`src/rtl/rplybs_ctrl.sv`:
```
// rplybs_ctrl: power-up sequencer and staggered channel scheduler for the PMOS bias mirror bank.
// Optional feature macro RPLYBS_CTRL_BIAS_CHECK_EN adds BIAS_OK confirmation, bias timeout and FAULT.
module rplybs_ctrl #(
   parameter int SETTLE_CYC  = 64,
   parameter int STAGGER_CYC = 8,
   parameter int TIMEOUT_CYC = 1024
) (
   input  logic       clk_i,
   input  logic       rst_i,
   input  logic       pwrup_req_i,
   input  logic       bias_ok_i,
   input  logic [5:0] ch_req_i,
   output logic       pwrup_n_o,
   output logic [5:0] ch_en_o,
   output logic       ready_o,
   output logic       fault_o,
   output logic       busy_o
);
   // state      | meaning
   // ST_OFF     | bias bank powered down, waiting for pwrup_req_i
   // ST_SETTLE  | pwrup_n low, counting out the settle time
   // ST_WAIT_OK | waiting for synchronized BIAS_OK, bounded by timeout
   // ST_RUN     | bias trusted, channel scheduler active
   // ST_FAULT   | bias never confirmed; held off until pwrup_req_i drops
   localparam int CW = (TIMEOUT_CYC > 2) ? $clog2(TIMEOUT_CYC) : 1;
   localparam logic [CW-1:0] SETTLE_LAST  = CW'(SETTLE_CYC - 1);
   localparam logic [CW-1:0] STAGGER_LAST = CW'(STAGGER_CYC - 1);

   typedef enum logic [2:0] {
      ST_OFF,
      ST_SETTLE,
      ST_RUN
`ifdef RPLYBS_CTRL_BIAS_CHECK_EN
      , ST_WAIT_OK,
      ST_FAULT
`endif
   } state_t;

   state_t          state_q, state_d;
   logic [CW-1:0]   settle_q, settle_d;
   logic [CW-1:0]   stag_q, stag_d;
   logic [5:0]      ch_en_q, ch_en_d;
   logic [5:0]      pend, grant;
   logic            pwrup_n_q, pwrup_n_d;
   logic            ready_q, ready_d;
   logic            busy_q, busy_d;
   logic            fault_q, fault_d;

   function automatic logic [CW-1:0] sat_inc(input logic [CW-1:0] v);
      return (&v) ? v : v + 1'b1;
   endfunction

`ifdef RPLYBS_CTRL_BIAS_CHECK_EN
   localparam logic [CW-1:0] TIMEOUT_LAST = CW'(TIMEOUT_CYC - 1);
   logic [CW-1:0] tmo_q, tmo_d;
   logic [1:0]    sync_q;
   logic          ok_s;
   assign ok_s = sync_q[1];
`else
   logic unused_bias_ok;
   assign unused_bias_ok = bias_ok_i;
`endif

   always_comb begin
      state_d  = state_q;
      settle_d = settle_q;
      stag_d   = (stag_q != '0) ? stag_q - 1'b1 : stag_q;
      pend     = ch_req_i & ~ch_en_q;
      grant    = '0;
`ifdef RPLYBS_CTRL_BIAS_CHECK_EN
      tmo_d    = tmo_q;
`endif
      case (state_q)
         ST_OFF: begin
            if (pwrup_req_i) begin
               state_d  = ST_SETTLE;
               settle_d = '0;
`ifdef RPLYBS_CTRL_BIAS_CHECK_EN
               tmo_d    = '0;
`endif
            end
         end
         ST_SETTLE: begin
            settle_d = sat_inc(settle_q);
`ifdef RPLYBS_CTRL_BIAS_CHECK_EN
            tmo_d    = sat_inc(tmo_q);
            if (settle_q == SETTLE_LAST) state_d = ST_WAIT_OK;
`else
            if (settle_q == SETTLE_LAST) state_d = ST_RUN;
`endif
         end
`ifdef RPLYBS_CTRL_BIAS_CHECK_EN
         ST_WAIT_OK: begin
            tmo_d = sat_inc(tmo_q);
            if (ok_s)                        state_d = ST_RUN;
            else if (tmo_q == TIMEOUT_LAST)  state_d = ST_FAULT;
         end
         ST_FAULT: ;
`endif
         ST_RUN: begin
            if (stag_q == '0 && pend != '0) begin
               grant  = pend & (~pend + 6'd1);  // isolate lowest pending index
               stag_d = STAGGER_LAST;
            end
         end
         default: state_d = ST_OFF;
      endcase

      if (state_q != ST_OFF && !pwrup_req_i) begin
         state_d  = ST_OFF;
         settle_d = '0;
         stag_d   = '0;
`ifdef RPLYBS_CTRL_BIAS_CHECK_EN
         tmo_d    = '0;
`endif
      end

      ch_en_d = (ch_en_q & ch_req_i) | grant;
      if (state_d != ST_RUN) ch_en_d = '0;

      ready_d   = (state_d == ST_RUN);
      pwrup_n_d = (state_d == ST_OFF);
      busy_d    = (state_d == ST_SETTLE) || (ready_d && ((ch_req_i & ~ch_en_d) != '0));
      fault_d   = 1'b0;
`ifdef RPLYBS_CTRL_BIAS_CHECK_EN
      fault_d   = (state_d == ST_FAULT);
      pwrup_n_d = pwrup_n_d || fault_d;
      busy_d    = busy_d || (state_d == ST_WAIT_OK);
`endif
   end

   always_ff @(posedge clk_i) begin
      if (rst_i) begin
         state_q   <= ST_OFF;
         settle_q  <= '0;
         stag_q    <= '0;
         ch_en_q   <= '0;
         pwrup_n_q <= 1'b1;
         ready_q   <= 1'b0;
         busy_q    <= 1'b0;
         fault_q   <= 1'b0;
`ifdef RPLYBS_CTRL_BIAS_CHECK_EN
         tmo_q     <= '0;
         sync_q    <= '0;
`endif
      end else begin
         state_q   <= state_d;
         settle_q  <= settle_d;
         stag_q    <= stag_d;
         ch_en_q   <= ch_en_d;
         pwrup_n_q <= pwrup_n_d;
         ready_q   <= ready_d;
         busy_q    <= busy_d;
         fault_q   <= fault_d;
`ifdef RPLYBS_CTRL_BIAS_CHECK_EN
         tmo_q     <= tmo_d;
         sync_q    <= {sync_q[0], bias_ok_i};
`endif
      end
   end

   assign pwrup_n_o = pwrup_n_q;
   assign ch_en_o   = ch_en_q;
   assign ready_o   = ready_q;
   assign busy_o    = busy_q;
   assign fault_o   = fault_q;

endmodule

```
`config.mk`:
```
export PLATFORM = sky130hd
export DESIGN_NAME = rplybs_ctrl
export DESIGN_NICKNAME = d
export VERILOG_FILES = /design/src/rtl/rplybs_ctrl.sv
export SDC_FILE = /design/constraint.sdc
export NUM_CORES = 1
export LEC_CHECK = 0
export ABC_AREA = 1
export CAP_MARGIN = 20
export CORE_UTILIZATION = 35
export DETAILED_ROUTE_END_ITERATION = 10
export GPL_ROUTABILITY_DRIVEN = 0
export PLACE_DENSITY_LB_ADDON = 0.08
export REMOVE_ABC_BUFFERS = 1
export SLEW_MARGIN = 30
export SYNTH_ARGS = -nofsm -noshare
export SYNTH_HDL_FRONTEND = slang
export SYNTH_SLANG_ARGS = --single-unit
```
`constraint.sdc`:
```
create_clock -name clk_i -period 3.5 [get_ports clk_i]
set_input_delay 0.525 -clock clk_i [delete_from_list [all_inputs] [get_ports clk_i]]
set_output_delay 0.525 -clock clk_i [all_outputs]
set_load 0.01 [all_outputs]
```
==> images/final_clocks.png <==
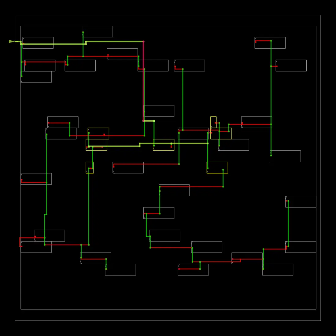
P_clk: 271 uW
clk latency late pin: 270 ps
clk_buf instances: 6

==> images/met3.png <==
Bar = 20 um.
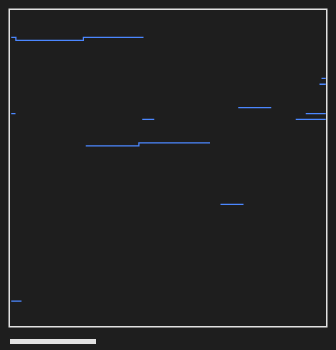
wire length on this layer: 91.5 um
longest straight run: 16.3 um

==> images/met2.png <==
Bar = 20 um.
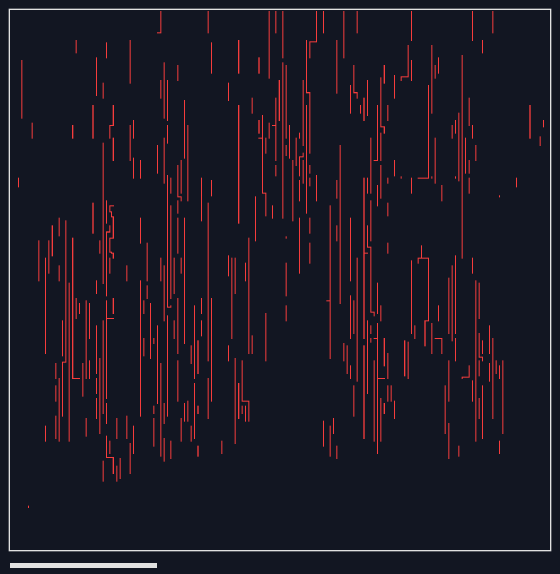
nets with wire on the layer: 210
longest straight run: 27.5 um
main direction: vertical
share of all routed wire: 44%

==> results.toml <==
# physical design summary
[min_path]
hold_class = "flip-flop to flip-flop"
hp-start = "settle_q[8]$_SDFFE_PP0P_"

[synthesis]
syn_area_um2 = 1780
top_area_share_pct = 36.0
synth-edff-count = 0
ys.flops = 32
yosysMostFrequentCell = "nand2_1"
syn_inst = 257
top_cells_by_count = "55 x nand2_1, 41 x inv_1, 37 x nor2_1"
area_leaders = "dfxtp_1 36%, nand2_1 12%, inv_1 8.6%"
yosysWarnings = 0

[final_layout]
drive_above_1_share_pct = 10.4
seq_area_um2 = 641
lay_top_cells = "55 x nand2_1, 41 x inv_1, 37 x nor2_1, 32 x dfxtp_1, 17 x clkdlybuf4s50_1"
comb_area_um2 = 955
area_growth_pct = 17.3
final_cells = 345
post-route-util_pct = 43.4
n_antenna_cell = 0

[routing]
viasPerCell = 4.45
wl_per_cell_um = 10.4
drt_iter0_markers = 67
drt_pre_antenna_iters = 4
ant_nets = 0
wl_um = 3580

[placement]
dp_hpwl_um = 2690
placed_area_um2 = 2010
numPlacedInstances = 338
port_buffers = 17
pre_cts_slack_ps = 1180

[final_timing]
hold_ws_ps = 485
report.final.slew_viol_count = 0
period_needed_ps = 2000
rsz0062_at_grt = "no"
slew_headroom_pct = 58.7

[pwr]
clkPwrFrac_pct = 25.7
p_sw_share_pct = 36.0
seq-power_uw = 432
max-vdd-ir-drop_v = 0.000344
p_sw_uw = 380
power_leader = "registers"
comb-power_uw = 351
powerDensity_nw_per_um2 = 505
comb_power_share_pct = 33.3

[setup_path]
crit_path_start_kind = "input pin"
critPathTopFamily = "simple AND/OR/NAND/NOR gates"
worst-setup-path-type = "input pin to flip-flop"
cp_slowest_cell = "clkdlybuf4s50_1"
crit_cells = 14
timing.critical_path.mode_cell = "nand2_1"
crit_fanout = 4
worstPathArrival_ps = 2170
worstRegToRegCells = 15
path_cells = "clkdlybuf4s50_1, inv_1, o21ai_0, inv_1, nand2_1, nand3_1, nand2_1, nand3_2, nand2_1, nand2_1, nor2_1, nand2_1, nand2_1, nand2_1"

[floorplan]
die_area_um2 = 5380
die_h_um = 73.3
fp-utilization_pct = 37.0
num_rows = 25
die_x_um = 73.3

[cts]
cts-resized-gates = 0
clkTransAtPathRegs_ps = 70
clock-sinks = 32
clk_path_buf_depth = 2
post-cts-setup-buffers = 0
cts_root_buffer = "clkbuf_8"
htree_levels = 2

[global_routing]
grt-ovfl-total = 0
grt_usage_pct = 15.1
grt_pass1_wl_um = 6290
grt_max_degree = 17
antenna_found_initial = 0

[status]
status = "completed"
==> images/met1.png <==
Cells faint in the background.
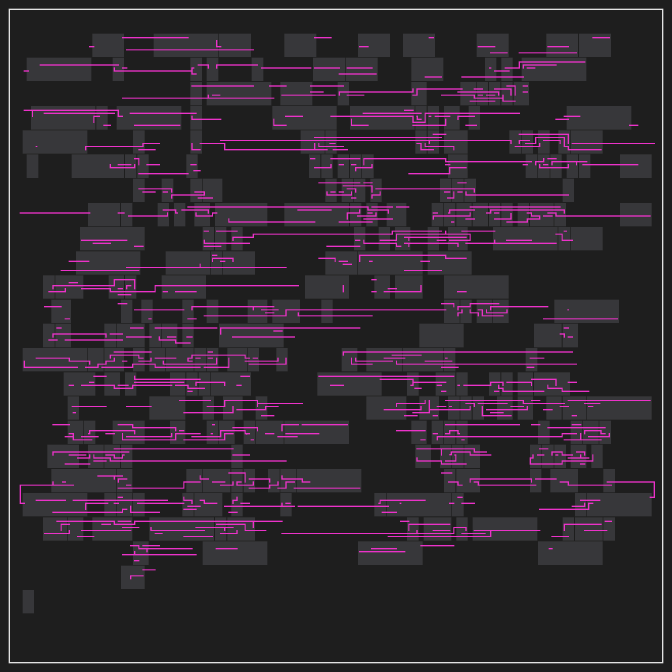
main direction: horizontal
nets with wire on the layer: 270
wire length on this layer: 1880 um

==> images/wire_density.png <==
Bar = 20 um. The die is cut into 15 by 15 equal tiles; dark purple is low, yellow is high, scaled to the fullest tile. Values are wire area over tile area, all layers added.
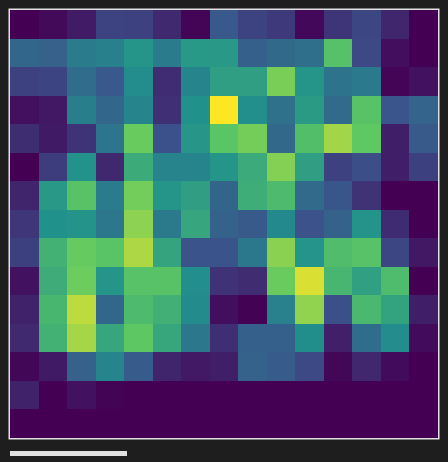
tiles over half the peak: 30%
mean over tiles: 0.10
nearly empty tiles: 19%
fullest tile: 0.31

[metal layers]
metal / vias to the layer above / GRT usage, % / routed length [um]
met3: 2 / 3.29 / 91
met2: 15 / 23.4 / 1590
met5: - / 0 / 0
met1: 671 / 21.8 / 1880
met4: 0 / 2.56 / 19
li1: 847 / - / -
[logic make-up after synthesis]
family / count (synthesis) / share of synthesized area, %
muxes: 1 / 0.632
other: 1 / 0.211
adders and majority gates: 3 / 2.11
AOI/OAI and AO/OA: 28 / 10.5
buffers and inverters: 47 / 10.6
xor gates and xnor gates: 9 / 4.43
DFF: 32 / 36.0
and+or+nand+nor: 136 / 35.6
[area by class of cell]
type                    instances  area share [%]
inverters                      43            7.73
repair buffers                 17            8.15
clock inverters                 1           0.240
flip-flops and latches         32            30.7
well taps                      67            4.01
multi-input cells             179            45.7
clock buffers                   6            3.48
No activity file was given, so power comes from the tool's default toggle rates.
